Power grid:
Bar = 20 um. Pins as bars on the die edge. Tap cells in grey.
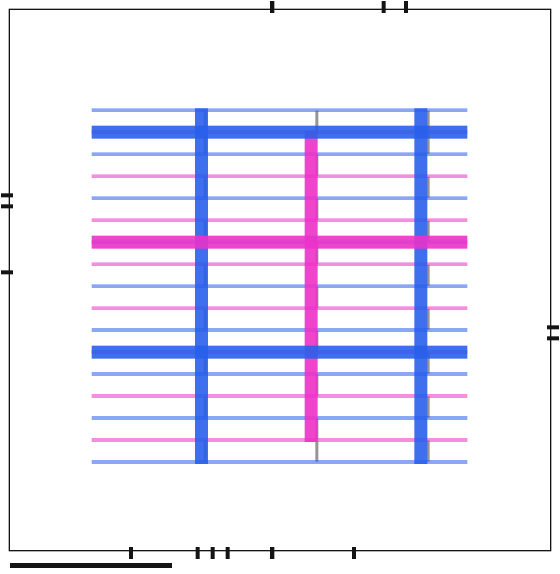
Placed standard cells:
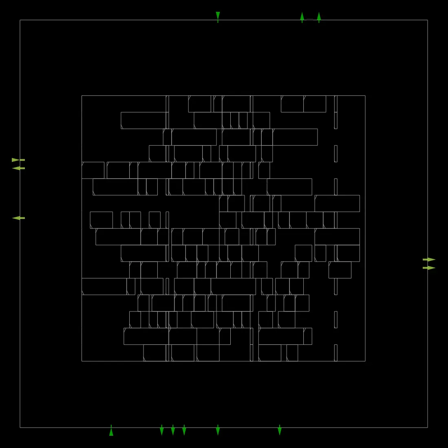
Port wiring:
Bar = 20 um.
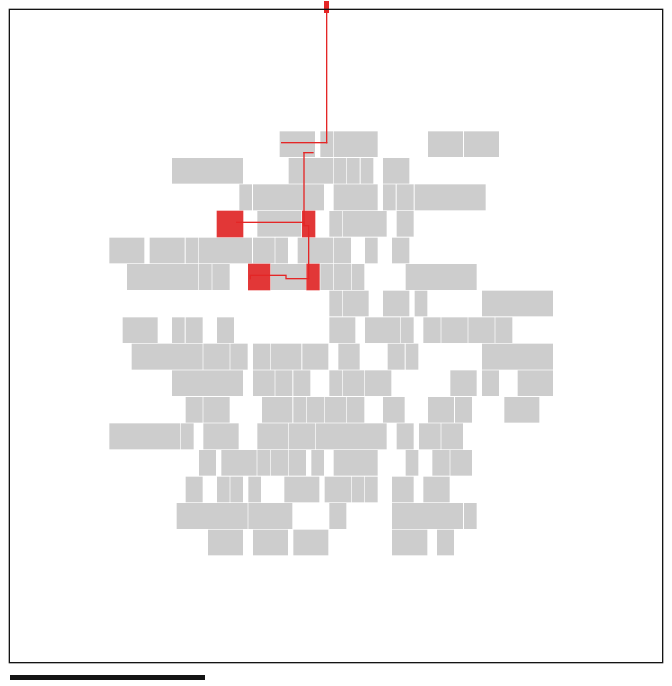
Cell classes on the final placement:
Fill, decap, tap and diode cells in grey.
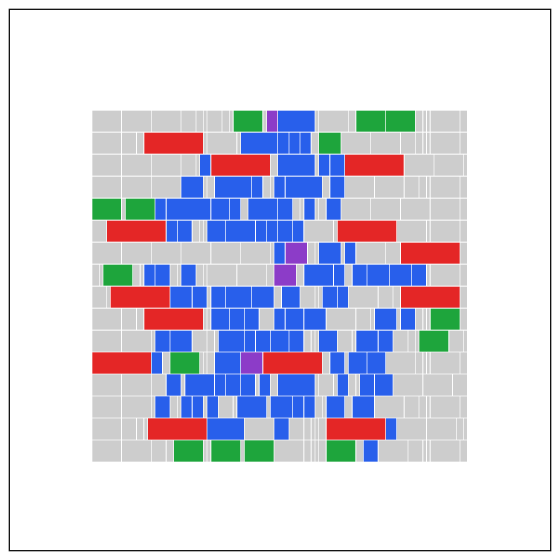
Signal metal coverage by tile:
13 x 13 tiles, from dark blue (low) to red (high), scaled to the fullest tile. Values are wire area over tile area, all layers added.
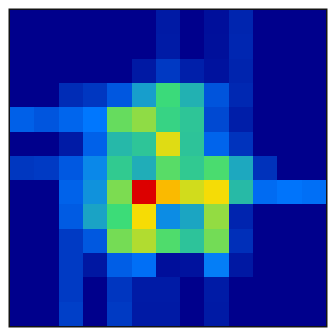
==> config.mk <==
export PLATFORM = sky130hd
export DESIGN_NAME = interval_timer
export DESIGN_NICKNAME = d
export VERILOG_FILES = /design/src/rtl/interval_timer.sv
export SDC_FILE = /design/constraint.sdc
export NUM_CORES = 1
export LEC_CHECK = 0
export CAP_MARGIN = 20
export CORE_MARGIN = 10
export CORE_UTILIZATION = 40
export DETAILED_ROUTE_END_ITERATION = 16
export PLACE_DENSITY = 0.69
export SETUP_SLACK_MARGIN = 0.05
export SLEW_MARGIN = 0
export SYNTH_ARGS = -nofsm -noshare
export SYNTH_HDL_FRONTEND = slang
export SYNTH_SLANG_ARGS = --single-unit
==> constraint.sdc <==
create_clock -name clk -period 3.2 [get_ports clk]
set_input_delay 0.48 -clock clk [delete_from_list [all_inputs] [get_ports clk]]
set_output_delay 0.48 -clock clk [all_outputs]
set_load 0.02 [all_outputs]
==> flow_summary.ini <==
; physical design summary
[sta]
clock-skew-final_ns = 0.00287
min_period_over_period_pct = 84.2
relSlewSlack_pct = 71.0
tightest_slew_ns = 0.435
timing.fmax_mhz = 371

[final_layout]
utilization_pct = 52.0
dominant_cells = logic gates
buf_share_pct = 13.1
stdcell_count = 156
antennaDiodeCount = 0
nClkBuffers = 4

[critical_path]
required_ns = 3.38
cp-end-kind = register
crit_family = simple AND/OR/NAND/NOR gates
path_depth = 7

[placed_design]
preCtsSetupSlack_ns = 0.538

[global_route]
overflow = 0
grt_pass1_wl_mm = 3.39
grt_use_met2_pct = 14.0

[cts]
cts_resized = 0
cts_max_path_buffers = 2
htree_num_levels = 1
clock-root-buffer = clkbuf_4
clk_pin_slew_ns = 0.09
cts_tree = built
post_cts_buffers = 0

[synthesis]
ys_sh_adder_pct = 10.0
syn_area_um2 = 876
synth_cell_types = 31
synthTopCellsByCount = 13 x a21oi_1, 13 x dfxtp_1, 13 x nor2_1
top_area_share_pct = 29.7
yosysChipArea_um2 = 876

[outcome]
status = finished clean

[route]
drc = 0
dr_wl_met3_um = 90
dr.max_layer_used = met4

[power_and_ir_drop]
pg_comb_mw = 0.0394
intPower_mw = 0.230
p_leak_nw = 0.375
power.density_nw_per_um2 = 300
netSwitchingPower_mw = 0.0850
p_clk_mw = 0.109
power_frac_comb_pct = 12.5

[worst_hold_path]
worstHoldPathCells = 2
Notes on 'power grid' above:
- blue: VSS
- magenta: VDD
- tap cells: 27
- rows: 16
- signal pins: 14
- met1 rails: 17
core area: 2020 um2
Die Height: 66.8 um
Die Width: 66.8 um
IR Drop Worst-Case VDD: 0.000188 V

Notes on 'placed standard cells' above:
flip-flops: 13
fill count: 199

Notes on 'port wiring' above:
- red: IC (bits 1; direction input; edge top; end cells 4; buffers 1; wire 46.1 um)
io pins: 14
Port-buffer cells: 13

Notes on 'cell classes on the final placement' above:
- blue: combinational and other logic (cells 98)
- green: other buffers and delay cells (cells 14)
- purple: clock drivers and dummy loads (cells 4)
- red: flops (cells 13)
post-route cell area: 1050 um2
Cell Rows: 16

Notes on 'signal metal coverage by tile' above:
- densest ninth of the die: middle
- fullest tile: 0.48
- mean over tiles: 0.072
- nearly empty tiles: 45%
- emptiest ninth of the die: top right
total wire length: 2.03 mm
vias: 824
drt wl/cell: 13.0 um
gr usage total: 9.36%

Power is estimated from default activity; no workload was simulated.
